[src/rtl/pchri03_uart_tx.sv]
// UART transmitter: one byte per valid/ready handshake, framed start/data(LSB first)/[even parity]/stop.
// Each bit lasts CLKS_PER_BIT enabled cycles; tx_ready only in IDLE, so a held byte waits for the frame to end.
module pchri03_uart_tx #(
    parameter int CLKS_PER_BIT = 16,
    parameter int PARITY_EN    = 0,
    parameter int STOP_BITS    = 1
) (
    input  logic       clk,
    input  logic       rst_n,
    input  logic       ena,
    input  logic [7:0] tx_data,
    input  logic       tx_valid,
    output logic       tx_ready,
    output logic       tx,
    output logic       busy
);
    localparam int CW = (CLKS_PER_BIT > 1) ? $clog2(CLKS_PER_BIT) : 1;
    localparam logic [CW-1:0] CNT_MAX   = CW'(CLKS_PER_BIT - 1);
    localparam logic [2:0]    LAST_STOP = 3'(STOP_BITS - 1);

    typedef enum logic [2:0] {
        S_IDLE   = 3'd0,
        S_START  = 3'd1,
        S_DATA   = 3'd2,
        S_PARITY = 3'd3,
        S_STOP   = 3'd4
    } state_t;

    state_t        r_state;
    logic [CW-1:0] r_cnt;
    logic [2:0]    r_idx;
    logic [7:0]    r_shift;
    logic          r_parity;
    logic          r_tx;
    logic          r_busy;
    logic          w_bit_end;

    assign w_bit_end = (r_cnt == CNT_MAX);
    assign tx_ready  = (r_state == S_IDLE) && ena;
    assign tx        = r_tx;
    assign busy      = r_busy;

    always_ff @(posedge clk or negedge rst_n) begin
        if (!rst_n) begin
            r_state  <= S_IDLE;
            r_cnt    <= '0;
            r_idx    <= '0;
            r_shift  <= '0;
            r_parity <= 1'b0;
            r_tx     <= 1'b1;
            r_busy   <= 1'b0;
        end else if (ena) begin
            if (r_state == S_IDLE) begin
                // The start bit goes out on the accepting edge itself.
                if (tx_ready && tx_valid) begin
                    r_shift  <= tx_data;
                    r_parity <= ^tx_data;
                    r_tx     <= 1'b0;
                    r_busy   <= 1'b1;
                    r_cnt    <= '0;
                    r_idx    <= '0;
                    r_state  <= S_START;
                end
            end else if (!w_bit_end) begin
                r_cnt <= r_cnt + CW'(1);
            end else begin
                r_cnt <= '0;
                case (r_state)
                    S_START: begin
                        r_tx    <= r_shift[0];
                        r_shift <= r_shift >> 1;
                        r_idx   <= '0;
                        r_state <= S_DATA;
                    end
                    S_DATA: begin
                        if (r_idx == 3'd7) begin
                            r_idx <= '0;
                            if (PARITY_EN != 0) begin
                                r_tx    <= r_parity;
                                r_state <= S_PARITY;
                            end else begin
                                r_tx    <= 1'b1;
                                r_state <= S_STOP;
                            end
                        end else begin
                            r_tx    <= r_shift[0];
                            r_shift <= r_shift >> 1;
                            r_idx   <= r_idx + 3'd1;
                        end
                    end
                    S_PARITY: begin
                        r_tx    <= 1'b1;
                        r_idx   <= '0;
                        r_state <= S_STOP;
                    end
                    S_STOP: begin
                        // r_idx counts stop bits here.
                        if (r_idx == LAST_STOP) begin
                            r_idx   <= '0;
                            r_busy  <= 1'b0;
                            r_state <= S_IDLE;
                        end else begin
                            r_idx <= r_idx + 3'd1;
                        end
                    end
                    default: begin
                        r_tx    <= 1'b1;
                        r_busy  <= 1'b0;
                        r_state <= S_IDLE;
                    end
                endcase
            end
        end
    end

endmodule
[config.mk]
export PLATFORM = sky130hd
export DESIGN_NAME = pchri03_uart_tx
export DESIGN_NICKNAME = d
export VERILOG_FILES = /design/src/rtl/pchri03_uart_tx.sv
export SDC_FILE = /design/constraint.sdc
export NUM_CORES = 1
export LEC_CHECK = 0
export ABC_CLOCK_PERIOD_IN_PS = 1700
export CAP_MARGIN = 20
export CORE_MARGIN = 8
export CORE_UTILIZATION = 48
export DETAILED_ROUTE_END_ITERATION = 10
export PLACE_DENSITY = 0.77
export REMOVE_ABC_BUFFERS = 1
export SYNTH_ARGS = -nofsm -noshare
export SYNTH_HDL_FRONTEND = slang
export SYNTH_SLANG_ARGS = --single-unit
[constraint.sdc]
create_clock -name clk -period 1.7 [get_ports clk]
set_input_delay 0.51 -clock clk [delete_from_list [all_inputs] [get_ports clk]]
set_output_delay 0.51 -clock clk [all_outputs]
set_load 0.01 [all_outputs]
==> impl_metrics.yaml <==
# generated from flow reports
critical_path:
  cp_common_cell: "buf_4"
  r2r_end: "r_shift[0]$_DFFE_PN0P_"
  worstPathArrival_ps: 2010
  r2r_cells: 6
  crit_path_cell_trace: "clkdlybuf4s50_1 -> buf_4 -> o41ai_4 -> buf_4 -> a2111oi_4 -> buf_6 -> nor2_2 -> a31oi_1"
  slowest_stage: "clkdlybuf4s50_1"
power_and_ir_drop:
  pg_seq_mw: 0.829
  clock_power_share_pct: 10.5
  top_power_group: "combinational cells"
  powerComb_mw: 1.08
  p_leak_nw: 0.700
  powerClk_mw: 0.224
cts:
  cts_resized: 23
  holdBufCountCts: 0
  h-tree-depth: 1
  cts_buffers: 3
  cts_tree: "yes"
  clk_pin_slew_ps: 100
  clk_latency_ps: 290
drt:
  highest_layer: "met3"
  wl_per_cell_um: 13.4
yosys:
  synthTopCellsByArea: "dfrtp_1, nand2_1, o21ai_0"
  topCombFamilyByArea: "AND-OR/OR-AND gates"
  yosys_most_used_dff: "dfrtp_1"
  post-synth-top-count-cell: "nand2_1"
  syn_avg_cell_area_um2: 9.14
  enable_flop_cells: 0
  ys_area_um2: 1100
global_route:
  track_usage_pct: 12.6
  grt_first_pass_wirelength_mm: 4.38
  grt_max_degree: 21
timing:
  setup_ws_ps: -111
  tightest_slew_ps: 314
  fin_crit_ps: 1810
  setup_viol: 10
run_status:
  violations: "negative setup slack"
  status: "complete, but fails checks"
die:
  die_h_um: 63.8
  initCoreUtil_pct: 50.1
final_layout:
  seqCellArea_um2: 502
  seq_share_pct: 31.7
placement:
  postPlaceCellArea_um2: 1400
  place.gp.congestion: 0.763
  portBuffers: 14
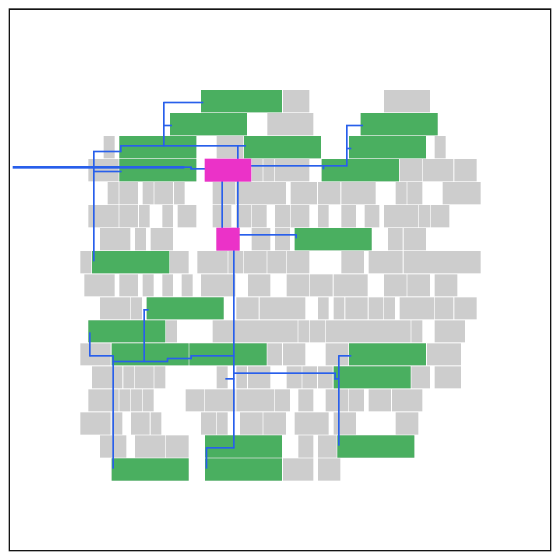
*Clock distribution*
[clock wires] blue | length: 210 um
[cells driving clock nets] magenta | count: 3
[flip-flops] green | count: 20
routed clock nets	4

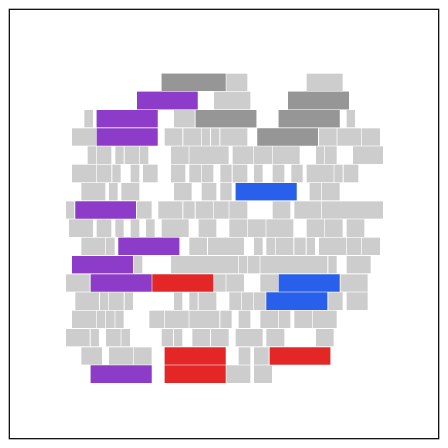
*Sequential cells grouped by signal name*
signal	color	sequential cells
`r_cnt`	red	4
`r_shift`	purple	8
`r_state`	blue	3

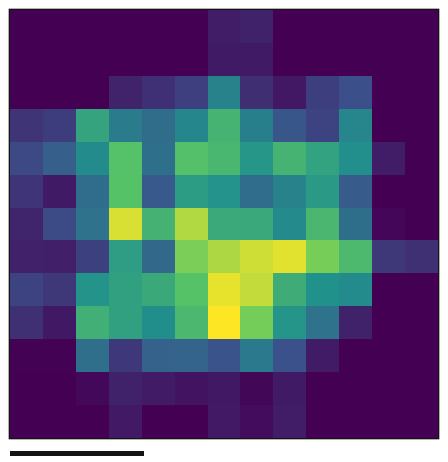
*Signal metal coverage by tile*
The bar under the picture is 20 um long. The die is cut into 13 by 13 equal tiles; dark purple is low, yellow is high, scaled to the fullest tile. Values are wire area over tile area, all layers added.
densest ninth of the die	middle
tiles over half the peak	23%
mean over tiles	0.094
emptiest ninth of the die	bottom right
fullest tile	0.37
nearly empty tiles	35%

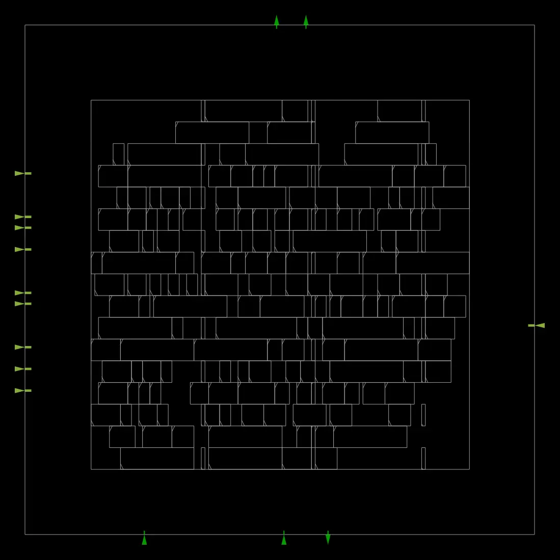
*Cell outlines without signal wires*
flip-flops: 20
row cnt: 17
Final Util: 72.2%
Layout Cells excl Fill: 190
CORE AREA: 2190 um2

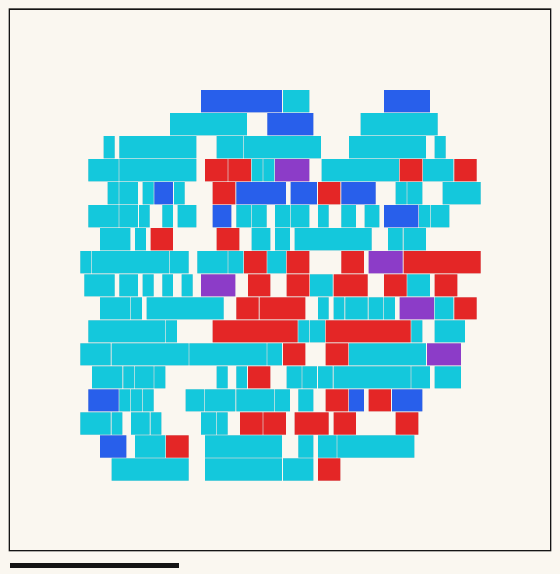
*Cells by drive strength*
The bar under the picture is 20 um long.
size	color	cells	share
drive 3 to 4	red	34	21%
drive 2	blue	13	8.0%
drive 6 and up	purple	5	3.1%
drive 1 or less	cyan	110	68%

